### src/rtl/dff_write_arbiter_if.sv
// Requester-facing bus of the shared q/qb write arbiter.
// With DFF_ARB_PARITY_EN defined, the bus also carries q_par.
interface dff_write_arbiter_if #(
    parameter int N_REQ = 4,
    parameter int WIDTH = 8
);
    localparam int IW = $clog2(N_REQ);

    logic [N_REQ-1:0]       req;
    logic [N_REQ*WIDTH-1:0] wdata;
    logic [N_REQ-1:0]       ack;
    logic [IW-1:0]          grant_id;
    logic [WIDTH-1:0]       q;
    logic [WIDTH-1:0]       qb;
    logic                   busy;
    logic [15:0]            wr_count;
`ifdef DFF_ARB_PARITY_EN
    logic                   q_par;
`endif

    modport master (
        output req, wdata,
        input  ack, grant_id, q, qb, busy, wr_count
`ifdef DFF_ARB_PARITY_EN
        , input q_par
`endif
    );

    modport slave (
        input  req, wdata,
        output ack, grant_id, q, qb, busy, wr_count
`ifdef DFF_ARB_PARITY_EN
        , output q_par
`endif
    );
endinterface

### src/rtl/dff_write_arbiter.sv
// Round-robin write arbiter for a shared WIDTH-bit q/qb register with idle gap.
// Optional registered even parity of q when DFF_ARB_PARITY_EN is defined.
module dff_write_arbiter #(
    parameter int N_REQ = 4,
    parameter int WIDTH = 8,
    parameter int GAP   = 2
) (
    input logic            clk,
    input logic            rst,
    dff_write_arbiter_if.slave bus
);
    localparam int IW = $clog2(N_REQ);

    typedef enum logic [1:0] {IDLE, WRITE, COOL} state_t;

    state_t           state;
    logic [IW-1:0]    ptr;
    logic [IW-1:0]    gid;
    logic [IW-1:0]    sel;
    logic             sel_vld;
    logic [3:0]       cnt;
    logic [N_REQ-1:0] ack;
    logic [N_REQ-1:0] eff;
    logic [WIDTH-1:0] q;
    logic [15:0]      wr_count;
    logic [WIDTH-1:0] wslice;

    // The requester acked this cycle still has req high; mask it so GAP=0 cannot double-grant.
    assign eff    = bus.req & ~ack;
    assign wslice = bus.wdata[gid*WIDTH +: WIDTH];

    // Walk downward so the candidate closest to ptr is the last (winning) assignment.
    always_comb begin
        sel     = '0;
        sel_vld = 1'b0;
        for (int k = N_REQ - 1; k >= 0; k--) begin
            if (eff[(int'(ptr) + k) % N_REQ]) begin
                sel     = IW'((int'(ptr) + k) % N_REQ);
                sel_vld = 1'b1;
            end
        end
    end

    always_ff @(posedge clk) begin
        if (rst) begin
            state    <= IDLE;
            ptr      <= '0;
            gid      <= '0;
            cnt      <= '0;
            ack      <= '0;
            q        <= '0;
            wr_count <= '0;
        end else begin
            ack <= '0;
            case (state)
                IDLE: begin
                    if (sel_vld) begin
                        gid   <= sel;
                        state <= WRITE;
                    end
                end
                WRITE: begin
                    q   <= wslice;
                    ack <= N_REQ'(1) << gid;
                    ptr <= (gid == IW'(N_REQ - 1)) ? '0 : gid + 1'b1;
                    if (wr_count != 16'hFFFF) wr_count <= wr_count + 16'd1;
                    if (GAP > 0) begin
                        cnt   <= 4'(GAP);
                        state <= COOL;
                    end else begin
                        state <= IDLE;
                    end
                end
                COOL: begin
                    cnt <= cnt - 4'd1;
                    if (cnt <= 4'd1) state <= IDLE;
                end
                default: state <= IDLE;
            endcase
        end
    end

`ifdef DFF_ARB_PARITY_EN
    logic q_par;
    always_ff @(posedge clk) begin
        if (rst)                q_par <= 1'b0;
        else if (state == WRITE) q_par <= ^wslice;
    end
    assign bus.q_par = q_par;
`endif

    assign bus.ack      = ack;
    assign bus.grant_id = gid;
    assign bus.q        = q;
    assign bus.qb       = ~q;
    assign bus.busy     = (state != IDLE);
    assign bus.wr_count = wr_count;
endmodule
### src/flat_wrapper.sv
// flat-port wrapper written by rule: the top's interface ports become plain ports
module dff_write_arbiter_flat 
#(
    parameter int N_REQ = 4,
    parameter int WIDTH = 8,
    parameter int GAP   = 2
)
  (clk, rst, bus_req, bus_wdata, bus_ack, bus_grant_id, bus_q, bus_qb, bus_busy, bus_wr_count);
  dff_write_arbiter_if #(.N_REQ(N_REQ), .WIDTH(WIDTH)) bus_i ();
  input logic clk;
  input logic rst;
  input wire logic [$bits(bus_i.req)-1:0] bus_req;
  input wire logic [$bits(bus_i.wdata)-1:0] bus_wdata;
  output wire logic [$bits(bus_i.ack)-1:0] bus_ack;
  output wire logic [$bits(bus_i.grant_id)-1:0] bus_grant_id;
  output wire logic [$bits(bus_i.q)-1:0] bus_q;
  output wire logic [$bits(bus_i.qb)-1:0] bus_qb;
  output wire logic [$bits(bus_i.busy)-1:0] bus_busy;
  output wire logic [$bits(bus_i.wr_count)-1:0] bus_wr_count;
  assign bus_i.req = bus_req;
  assign bus_i.wdata = bus_wdata;
  assign bus_ack = bus_i.ack;
  assign bus_grant_id = bus_i.grant_id;
  assign bus_q = bus_i.q;
  assign bus_qb = bus_i.qb;
  assign bus_busy = bus_i.busy;
  assign bus_wr_count = bus_i.wr_count;
  dff_write_arbiter #(.N_REQ(N_REQ), .WIDTH(WIDTH), .GAP(GAP)) u_core (.clk(clk), .rst(rst), .bus(bus_i));
endmodule
### config.mk
export PLATFORM = sky130hd
export DESIGN_NAME = dff_write_arbiter_flat
export DESIGN_NICKNAME = d
export VERILOG_FILES = /design/src/rtl/dff_write_arbiter_if.sv /design/src/rtl/dff_write_arbiter.sv /design/src/flat_wrapper.sv
export SDC_FILE = /design/constraint.sdc
export NUM_CORES = 1
export LEC_CHECK = 0
export ABC_CLOCK_PERIOD_IN_PS = 2990
export CAP_MARGIN = 15
export CORE_ASPECT_RATIO = 1.1
export CORE_UTILIZATION = 49
export CTS_BUF_LIST = sky130_fd_sc_hd__clkbuf_8
export DETAILED_ROUTE_END_ITERATION = 10
export GPL_TIMING_DRIVEN = 0
export PLACE_DENSITY_LB_ADDON = 0.15
export SKIP_CTS_REPAIR_TIMING = 1
export SYNTH_ARGS = -nofsm -noshare
export SYNTH_HDL_FRONTEND = slang
export SYNTH_SLANG_ARGS = --single-unit
### constraint.sdc
create_clock -name clk -period 2.99 [get_ports clk]
set_clock_uncertainty 0.15 [all_clocks]
set_input_delay 0.598 -clock clk [delete_from_list [all_inputs] [get_ports clk]]
set_output_delay 0.598 -clock clk [all_outputs]
set_load 0.005 [all_outputs]
==> metrics.csv, run 1 <==
stage;metric;value;unit
run;maxCapViolCount;0;
run;warnings;30;
critical_path;worst-setup-path-type;flop to output pin;
layout;largest_cell_class;logic gates;
critical_path;crit_fanout;4;
cts;clock_sinks;38;
floorplan;design.core.area;3994;um^2
power_and_ir_drop;power.leakage;1.085;nW
power_and_ir_drop;power_leader;sequential cells;
timing;worst_pin_slew;647.8;ps
layout;inv_count;19;
placement;place_congestion;0.8986;
critical_path;critPathBufInv;3;
critical_path;ff2ff_path_depth;6;
placement;dpl_worst_slack;498.9;ps
layout;area_growth;45.30;%
synthesis;synth-adder-area-share;4.851;%
floorplan;io_pins;77;
layout;layout_top_cell;clkdlybuf4s50_1;
drt;dr.first_iter.drc_count;69;
worst_hold_path;min_to;u_core.cnt[3]$_SDFFE_PP0P_;
synthesis;top_cell_area_share;36.87;%
floorplan;die_x;63.87;um
synthesis;avgSynthCellArea;8.817;um^2
synthesis;netlist_area;2063;um^2
critical_path;rr_startpoint;u_core.bus.wr_count[0]$_SDFFE_PP0P_;
synthesis;top_cell;dfxtp_1;
layout;design_area;2998;um^2
power_and_ir_drop;intPower;1.026;mW
timing;setup_viol;0;
critical_path;crit_family;buffers and inverters;
timing;hold_viol_final;0;
cts;clockBufferDepth;2;
layout;nNonClkBuffers;87;
synthesis;async_flop_share;0;%
layout;n_clock_buffer;5;
power_and_ir_drop;powerClk;0.432;mW
global_routing;overflow;0;
power_and_ir_drop;power_density;474.2;nW/um^2
floorplan;tapCellCount;52;
synthesis;flop_cell;dfxtp_1;
timing;rsz0062_at_grt;no;
synthesis;top_cells_by_count;dfxtp_1, nor2_1, inv_1;
cts;cts-root-buf;clkbuf_8;
synthesis;yosys.cell_types.count;41;
synthesis;ys_sh_mux;16.13;%
critical_path;crit_required;2240;ps
outcome;status;complete, no violations;
layout;layout_top_cells;clkdlybuf4s50_1, dfxtp_1, nor2_1;
power_and_ir_drop;peakVddDrop;0.2920;mV
placement;place_hpwl;3817;um
placement;dpl_cell_area;2889;um^2
synthesis;ys_cells;234;
layout;buffer_area_share;27.00;%
layout;ff_count;38;
critical_path;r2r_slack;770;ps
global_routing;grt_pass1_wl;8700;um
synthesis;simple_gate_share;25.11;%
synthesis;ys_top_cells_by_area;dfxtp_1, mux4_2, mux2i_1, ha_1, nor2_1;
worst_hold_path;hold_path_class;flop to flop;
synthesis;synth-xor-area-share;0;%
timing;tns;0;ps
power_and_ir_drop;p_comb_share;28.5;%
timing;relSlewSlack;56.41;%
synthesis;aoi_share;11.22;%
timing;fin_crit_sh;76.83;%
critical_path;slowest_delay;490;ps
power_and_ir_drop;p_sw;0.3955;mW
power_and_ir_drop;pwr-share-clk;30.4;%
global_routing;grt_antenna_before_repair;0;
placement;io_buffers;76;
cts;numCtsBuffers;5;
worst_hold_path;whs_path_depth;2;
layout;clock_area_share;3.631;%
critical_path;cp_common_cell;inv_1;
cts;cts_htree_levels;2;
run 1: state kept, by name, summed over array words and instances (netlist names):
register	cells
u_core.bus.ack	4
u_core.bus.wr_count	16
u_core.state	2
u_core.bus.grant_id	2
u_core.bus.q	8
u_core.ptr	2
u_core.cnt	4
run 1: metrics by stage:
stage	hold WS, ps	cells
after global placement	302.6	362
after detailed placement	313.1	362
final	325.2	370
after global routing	344.4	370
after floorplan	290.1	234
after CTS	326.6	370
run 1: metal layers:
| metal | GRT usage [%] | vias up | routed length (um) |
|---|---|---|---|
| met5 | 0 | - | 0 |
| met4 | 9.848 | 0 | 85 |
| met1 | 30.84 | 965 | 2258 |
| li1 | - | 1017 | - |
| met2 | 41.02 | 74 | 2490 |
| met3 | 5.719 | 8 | 399 |
Fig. 1: run 1, supply network
The bar under the picture is 20 um long. Pins as bars on the die edge. Tap cells in gray.
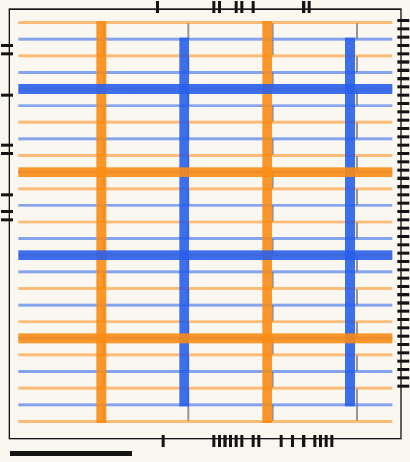
color	net
orange	VSS
blue	VDD
met4 straps	4
met1 rails	25
met5 straps	4

Fig. 2: run 1, sequential cells grouped by signal name
Other sequential cells in the stronger gray, the rest of the logic in the fainter gray.
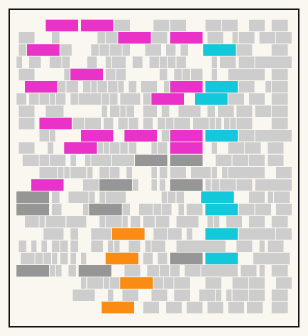
color	netlist name	placed flops
orange	u_core.bus.ack	4
magenta	u_core.bus.wr_count	16
cyan	u_core.bus.q	8
Seq area share: 25.38%
Flop area: 760.7 um^2
Seq group: 0.585 mW

Fig. 3: run 1, routed metal, one color a layer
Two of the layers only.
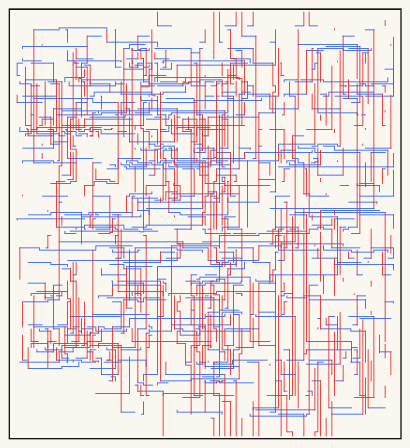
color	layer	wire length
blue	met1	2260 um
red	met2	2490 um
routed vias: 2064
final WL: 5233 um

Fig. 4: run 1, routing congestion
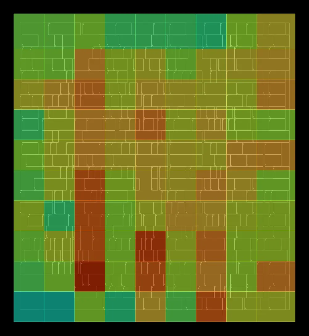
met3 GRT Util: 5.719%
total global-route track usage: 24.81%
GRT met2 Usage: 41.02%
Post-Route Utilization: 75.06%
M1 GR Usage: 30.84%

Fig. 5: run 1, zoomed window
Region (35, 5) to (60, 30) um. Cells in gray, sequential cells in the stronger gray; small squares are vias.
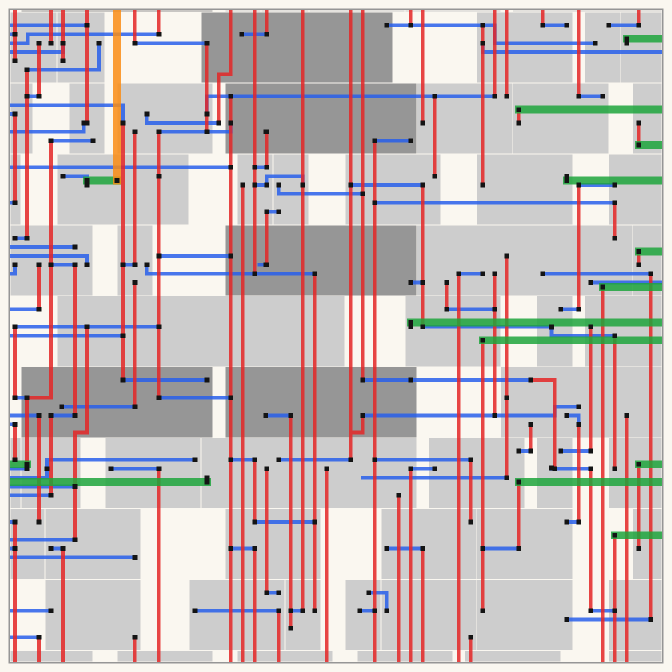

--- run 2 (diff from run 1) ---
- ABC_CLOCK_PERIOD_IN_PS: 2990 -> 1980
- CORE_UTILIZATION: 49 -> 41
- clock period: 2.99 -> 1.98 ns (I/O delays scaled with it)
Fig. 6: run 2, zoomed window
Region (40, 7) to (65, 32) um. Cells in gray, sequential cells in the stronger gray; small squares are vias.
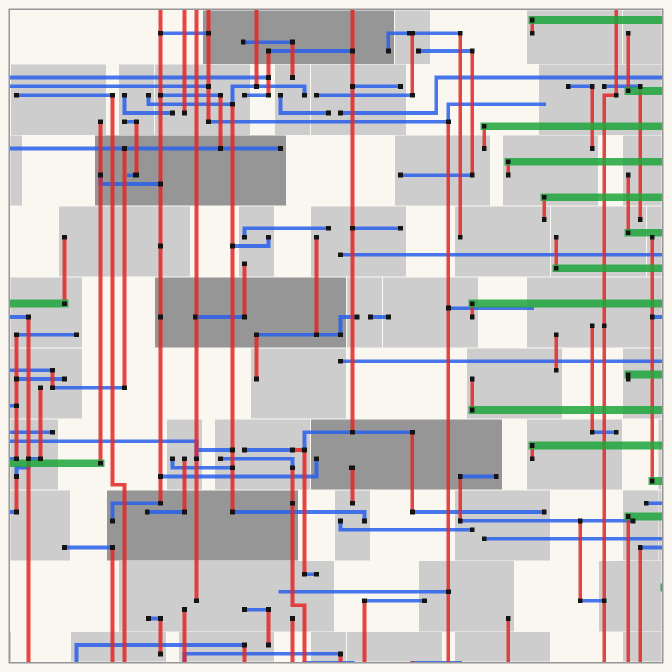
color	layer
green	met3
red	met2
blue	met1
cells with their middle in the window	38
netlist names of flops here include	u_core.bus.q (4), u_core.ptr (1)
most frequent	clkdlybuf4s50_1 (14)
sequential cells in the window	5

==> run 2 against run 1 <==
- the run now ends with setup timing left
- clock power up 13%
- flip-flop count unchanged
- total power up 41%
- register-to-register slack worse by 800 ps
- cell area grew 4.7%
- via count increased by 0.78%
- routed wire length rose by 1.2%
- sequential power is 52% higher
- count of clock-buffer cells in the layout unchanged
- combinational power rose by 56%
- die area grew 19%
- first-iteration DRC count decreased by 12%
- critical endpoint is now u_core.bus.wr_count[9]$_SDFFE_PP0P_
==> metrics.csv, run 2 <==
stage;metric;value;unit
power_and_ir_drop;p_sw;0.5719;mW
layout;layout_top_cell;clkdlybuf4s50_1;
synthesis;top_cell_area_share;36.87;%
cts;insertion_delay;290;ps
cts;path_clk_slew;70;ps
critical_path;ff2ff_path_depth;7;
drt;dr.first_iter.drc_count;61;
critical_path;endpoint;u_core.bus.wr_count[9]$_SDFFE_PP0P_;
power_and_ir_drop;power_leader;sequential cells;
layout;final_nets;367;
layout;layout_top_cells;clkdlybuf4s50_1, dfxtp_1, nor2_1;
layout;comb_area_share;41.17;%
floorplan;tapCellCount;56;
synthesis;ys.warnings.count;0;
drt;drc;0;
critical_path;rr_startpoint;u_core.state[1]$_SDFFE_PP0P_;
layout;ff_count;38;
cts;cts_htree_levels;2;
timing;worst_pin_slew;550.7;ps
layout;flop_area;767.0;um^2
worst_hold_path;hold_path_class;flop to flop;
layout;diodes;0;
layout;largest_registers;u_core.bus.wr_count (16), u_core.bus.q (8);
global_routing;grt_max_degree;11;
synthesis;flop_cell;dfxtp_1;
drt;met2_length;2488;um
timing;slew_viol_final;0;
synthesis;netlist_area;2063;um^2
drt;dr.pass1.iters;4;
layout;inv_count;19;
placement;dpl_cell_area;2900;um^2
cts;cts_tree;done;
layout;largest_reg_flops;16;
synthesis;synth_flops;38;
power_and_ir_drop;powerClk;0.486;mW
critical_path;crit_path_start_kind;flop;
synthesis;yosys.area.top_type;dfxtp_1;
synthesis;yosysSeqAreaShare;36.87;%
layout;area_growth;52.15;%
power_and_ir_drop;p_sw_share;28.55;%
synthesis;top_cell;dfxtp_1;
timing;fmax;0.4977;GHz
layout;nMultiInputCombCells;166;
layout;largest_cell_class;logic gates;
run;warnings;31;
cts;clockBufferDepth;2;
placement;io_buffers;76;
critical_path;worstSetupStartpoint;u_core.state[1]$_SDFFE_PP0P_;
timing;tns;-62.03;ps
cts;clock_sinks;38;
layout;buffer_area_share;27.46;%
floorplan;die_area;5320;um^2
layout;fillers;415;
drt;drt_wl_total;5298;um
power_and_ir_drop;pwr-share-clk;24.2;%
worst_hold_path;whs_path_depth;2;
placement;dpl_worst_slack;-337.6;ps
global_routing;track_usage;19.76;%
synthesis;ys_cells;234;
worst_hold_path;min_to;u_core.cnt[3]$_SDFFE_PP0P_;
cts;cts-root-buf;clkbuf_8;
critical_path;regToRegEndpoint;u_core.bus.wr_count[9]$_SDFFE_PP0P_;
critical_path;crit_fanout;6;
timing;rsz0062_at_grt;yes;
power_and_ir_drop;pg_seq;0.888;mW
layout;stdcell_count;377;
power_and_ir_drop;power.total;2.004;mW
timing;hold_viol_final;0;
layout;nNonClkBuffers;91;
synthesis;yosys.cell_types.count;41;
timing;fin_crit_sh;101.5;%
floorplan;rows;26;
synthesis;edf_count;0;
worst_hold_path;hp-start;u_core.cnt[3]$_SDFFE_PP0P_;
timing;relSlewSlack;63.28;%
critical_path;cp.arrival;2090;ps
critical_path;critPathCaptureType;flop;
drt;antenna_left;0;
layout;top_register;u_core.bus.wr_count;
synthesis;syn_nets;280;
power_and_ir_drop;comb_power;0.630;mW
drt;vias_per_cell;5.517;
layout;clock_area_share;2.431;%
layout;drive_gt1_share;15.58;%
drt;vias;2080;
timing;whs;324.4;ps
critical_path;worst-setup-path-type;flop to flop;
floorplan;fp.dieH;76.40;um
global_routing;grt_antenna_before_repair;0;
layout;logic_area;1292;um^2
placement;post-place-cells;366;
timing;final.setup.worst_slack;-29.14;ps
power_and_ir_drop;power.leakage;1.156;nW
synthesis;async_flop_share;0;%
outcome;violations;setup timing;
floorplan;io_pins;77;
drt;wl_per_cell;14.05;um
timing;layout_min_cycle_time;2009;ps
drt;wirelength_met1;2288;um
critical_path;r2r_slack;-30;ps
placement;place_hpwl;3874;um
critical_path;crit_required;2060;ps
synthesis;yosysChipArea;2063;um^2
global_routing;grt_pass1_vias;1909;
floorplan;design.core.area;4750;um^2
layout;seq-cell-share;24.43;%
synthesis;syn_inst;234;
floorplan;fp_util;43.44;%
global_routing;overflow;0;
outcome;status;finished with violations;
power_and_ir_drop;p_comb_share;31.5;%
power_and_ir_drop;intPower;1.432;mW
synthesis;top_cells_by_count;dfxtp_1, nor2_1, inv_1;
global_routing;grt_pass1_wl;8604;um
timing;setup_viol;3;
layout;design_area;3139;um^2
power_and_ir_drop;power_density;638.2;nW/um^2
run;maxCapViolCount;0;
synthesis;ys_top_cells_by_area;dfxtp_1, mux4_2, mux2i_1, ha_1, nor2_1;
placement;place_congestion;0.8230;
synthesis;avgSynthCellArea;8.817;um^2
drt;met3_wirelength;453;um
layout;post-route-util;66.10;%
floorplan;die_x;69.64;um
cts;numCtsBuffers;5;
power_and_ir_drop;pwr-share-seq;44.3;%
power_and_ir_drop;peakVddDrop;0.5194;mV
drt;top_layer;met4;
layout;n_clock_buffer;5;
## run 2: kinds of logic (layout without fill, tap and decap cells)
group | after synthesis | after routing | share of synthesized area (%)
flops | 38 | 38 | 36.87
buf+inv | 30 | 117 | 5.822
fa+ha+maj | 8 | 8 | 4.852
mux | 23 | 23 | 16.13
simple gates | 98 | 98 | 25.11
compound gates | 37 | 37 | 11.22
## run 2: per-layer routing
metal	track usage (%)	vias to the layer above
li1	-	1024
met3	6.217	5
met1	23.15	976
met5	0	-
met2	33.98	75
met4	6.600	0
## run 2: critical path: stages, from the launching register on
cell,delay [ps]
dfxtp_2,330
inv_2,90
ha_4,160
nand4_4,70
or3_4,400
buf_6,140
or4_1,480
a21oi_1,130
Fig. 7: run 2, routed metal, one color a layer
Two of the layers only.
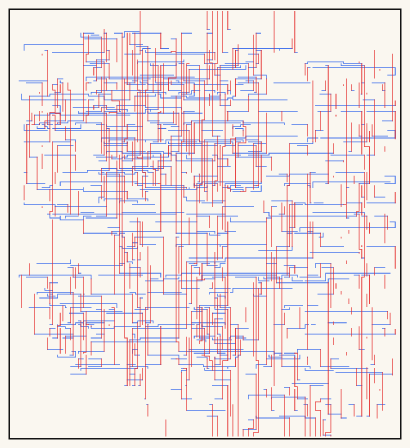

--- run 3 (diff from run 2) ---
- CORE_UTILIZATION: 41 -> 40
- CTS_BUF_LIST: sky130_fd_sc_hd__clkbuf_8 -> unset
Fig. 8: run 3, routed metal, one color a layer
Two of the layers only.
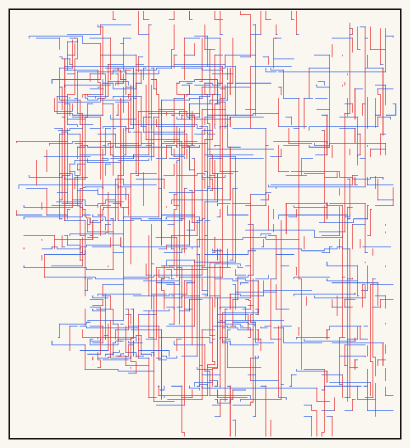
color	layer	wire length
red	met2	2630 um
blue	met1	2260 um
final WL: 5397 um
total global-route track usage: 19.04%
routed vias: 2077
Wirelength per Cell: 14.13 um

==> run 3 against run 2 <==
- the run ends with DRC, setup timing left
- setup slack got worse by 45 ps
- cell area rose by 0.56%
- flip-flop count unchanged
- cell count rose by 1.3%
- sequential power hardly changed
- first-iteration DRC count is 34% higher
- hold slack better by 7.8 ps
- sequential share of layout area down 0.25 points
- total power rose by 6.2%
- register-to-register slack worse by 50 ps
- synthesized cell count is the same
- critical path type unchanged
- critical endpoint is now u_core.bus.wr_count[13]$_SDFFE_PP0P_
- largest cell class unchanged
- largest power group unchanged
==> metrics.csv, run 3 <==
stage;metric;value;unit
outcome;status;finished with violations;
outcome;violations;DRC, setup timing;
drt;met2_length;2633;um
drt;antenna_left;0;
power_and_ir_drop;p_comb_share;31.6;%
synthesis;syn_inst;234;
floorplan;fp.dieH;77.33;um
synthesis;netlist_area;2063;um^2
placement;dpl_cell_area;2903;um^2
synthesis;synth_flops;38;
layout;layout_top_cells;clkdlybuf4s50_1, dfxtp_1, nor2_1;
cts;numCtsBuffers;5;
placement;place_hpwl;3741;um
critical_path;crit_fanout;8;
layout;largest_reg_flops;16;
timing;layout_min_cycle_time;2055;ps
cts;path_clk_slew;80;ps
drt;vias_per_cell;5.437;
synthesis;avgSynthCellArea;8.817;um^2
timing;setup_viol;4;
power_and_ir_drop;power.leakage;1.155;nW
placement;post-place-cells;368;
critical_path;worst-setup-path-type;flop to flop;
timing;slew_viol_final;0;
layout;drive_gt1_share;15.12;%
floorplan;rows;27;
global_routing;overflow;0;
layout;comb_area_share;40.47;%
synthesis;yosysChipArea;2063;um^2
global_routing;busiest_layer;met2;
global_routing;met2_usage;33.40;%
drt;dr.first_iter.drc_count;82;
power_and_ir_drop;powerClk;0.571;mW
power_and_ir_drop;peakVddDrop;0.4859;mV
cts;cts_tree;done;
synthesis;top_cells_by_count;dfxtp_1, nor2_1, inv_1;
timing;final.setup.worst_slack;-74.54;ps
worst_hold_path;hp-start;u_core.cnt[3]$_SDFFE_PP0P_;
cts;cts-root-buf;clkbuf_8;
critical_path;crit_path_start_kind;flop;
layout;buffer_area_share;27.82;%
layout;largest_registers;u_core.bus.wr_count (16), u_core.bus.q (8);
synthesis;syn_nets;280;
global_routing;grt_pass1_wl;8300;um
layout;design_area;3157;um^2
placement;dpl_worst_slack;-336.4;ps
power_and_ir_drop;power_density;674.0;nW/um^2
critical_path;ff2ff_path_depth;7;
synthesis;top_cell_area_share;36.87;%
power_and_ir_drop;pwr-share-clk;26.8;%
timing;tns;-207.0;ps
synthesis;ys_top_cells_by_area;dfxtp_1, mux4_2, mux2i_1, ha_1, nor2_1;
layout;diodes;0;
power_and_ir_drop;power_leader;sequential cells;
layout;flop_area;763.2;um^2
global_routing;grt_util_met1;21.89;%
layout;seq-cell-share;24.18;%
global_routing;grt_max_degree;12;
cts;clockBufferDepth;2;
global_routing;grt_antenna_before_repair;0;
worst_hold_path;hold_path_class;flop to flop;
critical_path;critPathCaptureType;flop;
synthesis;ys_cells;234;
power_and_ir_drop;p_sw_share;29.31;%
floorplan;die_area;5449;um^2
global_routing;grt_pass1_vias;1847;
critical_path;regToRegEndpoint;u_core.bus.wr_count[13]$_SDFFE_PP0P_;
power_and_ir_drop;pwr-share-seq;41.6;%
cts;insertion_delay;290;ps
timing;fmax;0.4867;GHz
power_and_ir_drop;power.total;2.128;mW
timing;rsz0062_at_grt;yes;
power_and_ir_drop;pg_seq;0.885;mW
layout;fillers;434;
placement;place_congestion;0.7962;
timing;hold_viol_final;0;
worst_hold_path;min_to;u_core.cnt[3]$_SDFFE_PP0P_;
layout;nNonClkBuffers;93;
floorplan;design.core.area;5000;um^2
power_and_ir_drop;intPower;1.504;mW
timing;worst_pin_slew;544.8;ps
layout;inv_count;19;
critical_path;cp.arrival;2140;ps
cts;clock_sinks;38;
layout;nMultiInputCombCells;166;
cts;cts_htree_levels;2;
layout;final_nets;369;
timing;relSlewSlack;63.68;%
critical_path;r2r_slack;-70;ps
run;warnings;31;
layout;layout_top_cell;clkdlybuf4s50_1;
power_and_ir_drop;p_sw;0.6235;mW
critical_path;endpoint;u_core.bus.wr_count[13]$_SDFFE_PP0P_;
timing;whs;332.2;ps
layout;area_growth;53.00;%
layout;n_clock_buffer;7;
floorplan;io_pins;77;
synthesis;flop_cell;dfxtp_1;
worst_hold_path;whs_path_depth;2;
drt;wirelength_met1;2263;um
timing;fin_crit_sh;103.8;%
critical_path;crit_required;2060;ps
floorplan;die_x;70.48;um
floorplan;fp_util;41.27;%
placement;io_buffers;76;
synthesis;edf_count;0;
synthesis;yosys.cell_types.count;41;
critical_path;rr_startpoint;u_core.state[0]$_SDFFE_PP0P_;
drt;top_layer;met4;
floorplan;tapCellCount;58;
synthesis;ys.warnings.count;0;
layout;clock_area_share;2.893;%
power_and_ir_drop;comb_power;0.672;mW
drt;drc;24;
layout;stdcell_count;382;
==> run 3: netlist changes by cell type in the layout (fill, tap and decap cells not counted), sizes merged <==
cell | before | now
clkdlybuf4s50 | 76 | 75
dlymetal6s2s | 0 | 1
inv | 21 | 19
buf | 9 | 10
clkinv | 0 | 1
clkbuf | 11 | 14
==> run 3: cell families after synthesis <==
family | count (synthesis) | share of synthesized area (%)
multiplexers | 23 | 16.13
flip-flops | 38 | 36.87
AND-OR/OR-AND | 37 | 11.22
AND/OR/NAND/NOR | 98 | 25.11
buffers and inverters | 30 | 5.822
adder cells (fa/ha/maj) | 8 | 4.852
==> run 3: critical path, cell delays in order (launching register included) <==
cell     delay, ps
dfxtp_2        360
buf_6          120
ha_4           150
nand4_4         70
or3_1          400
buf_6          150
or4_4          470
a21oi_2        130
Power figures rest on the tool's default switching activity, not on a simulated workload.
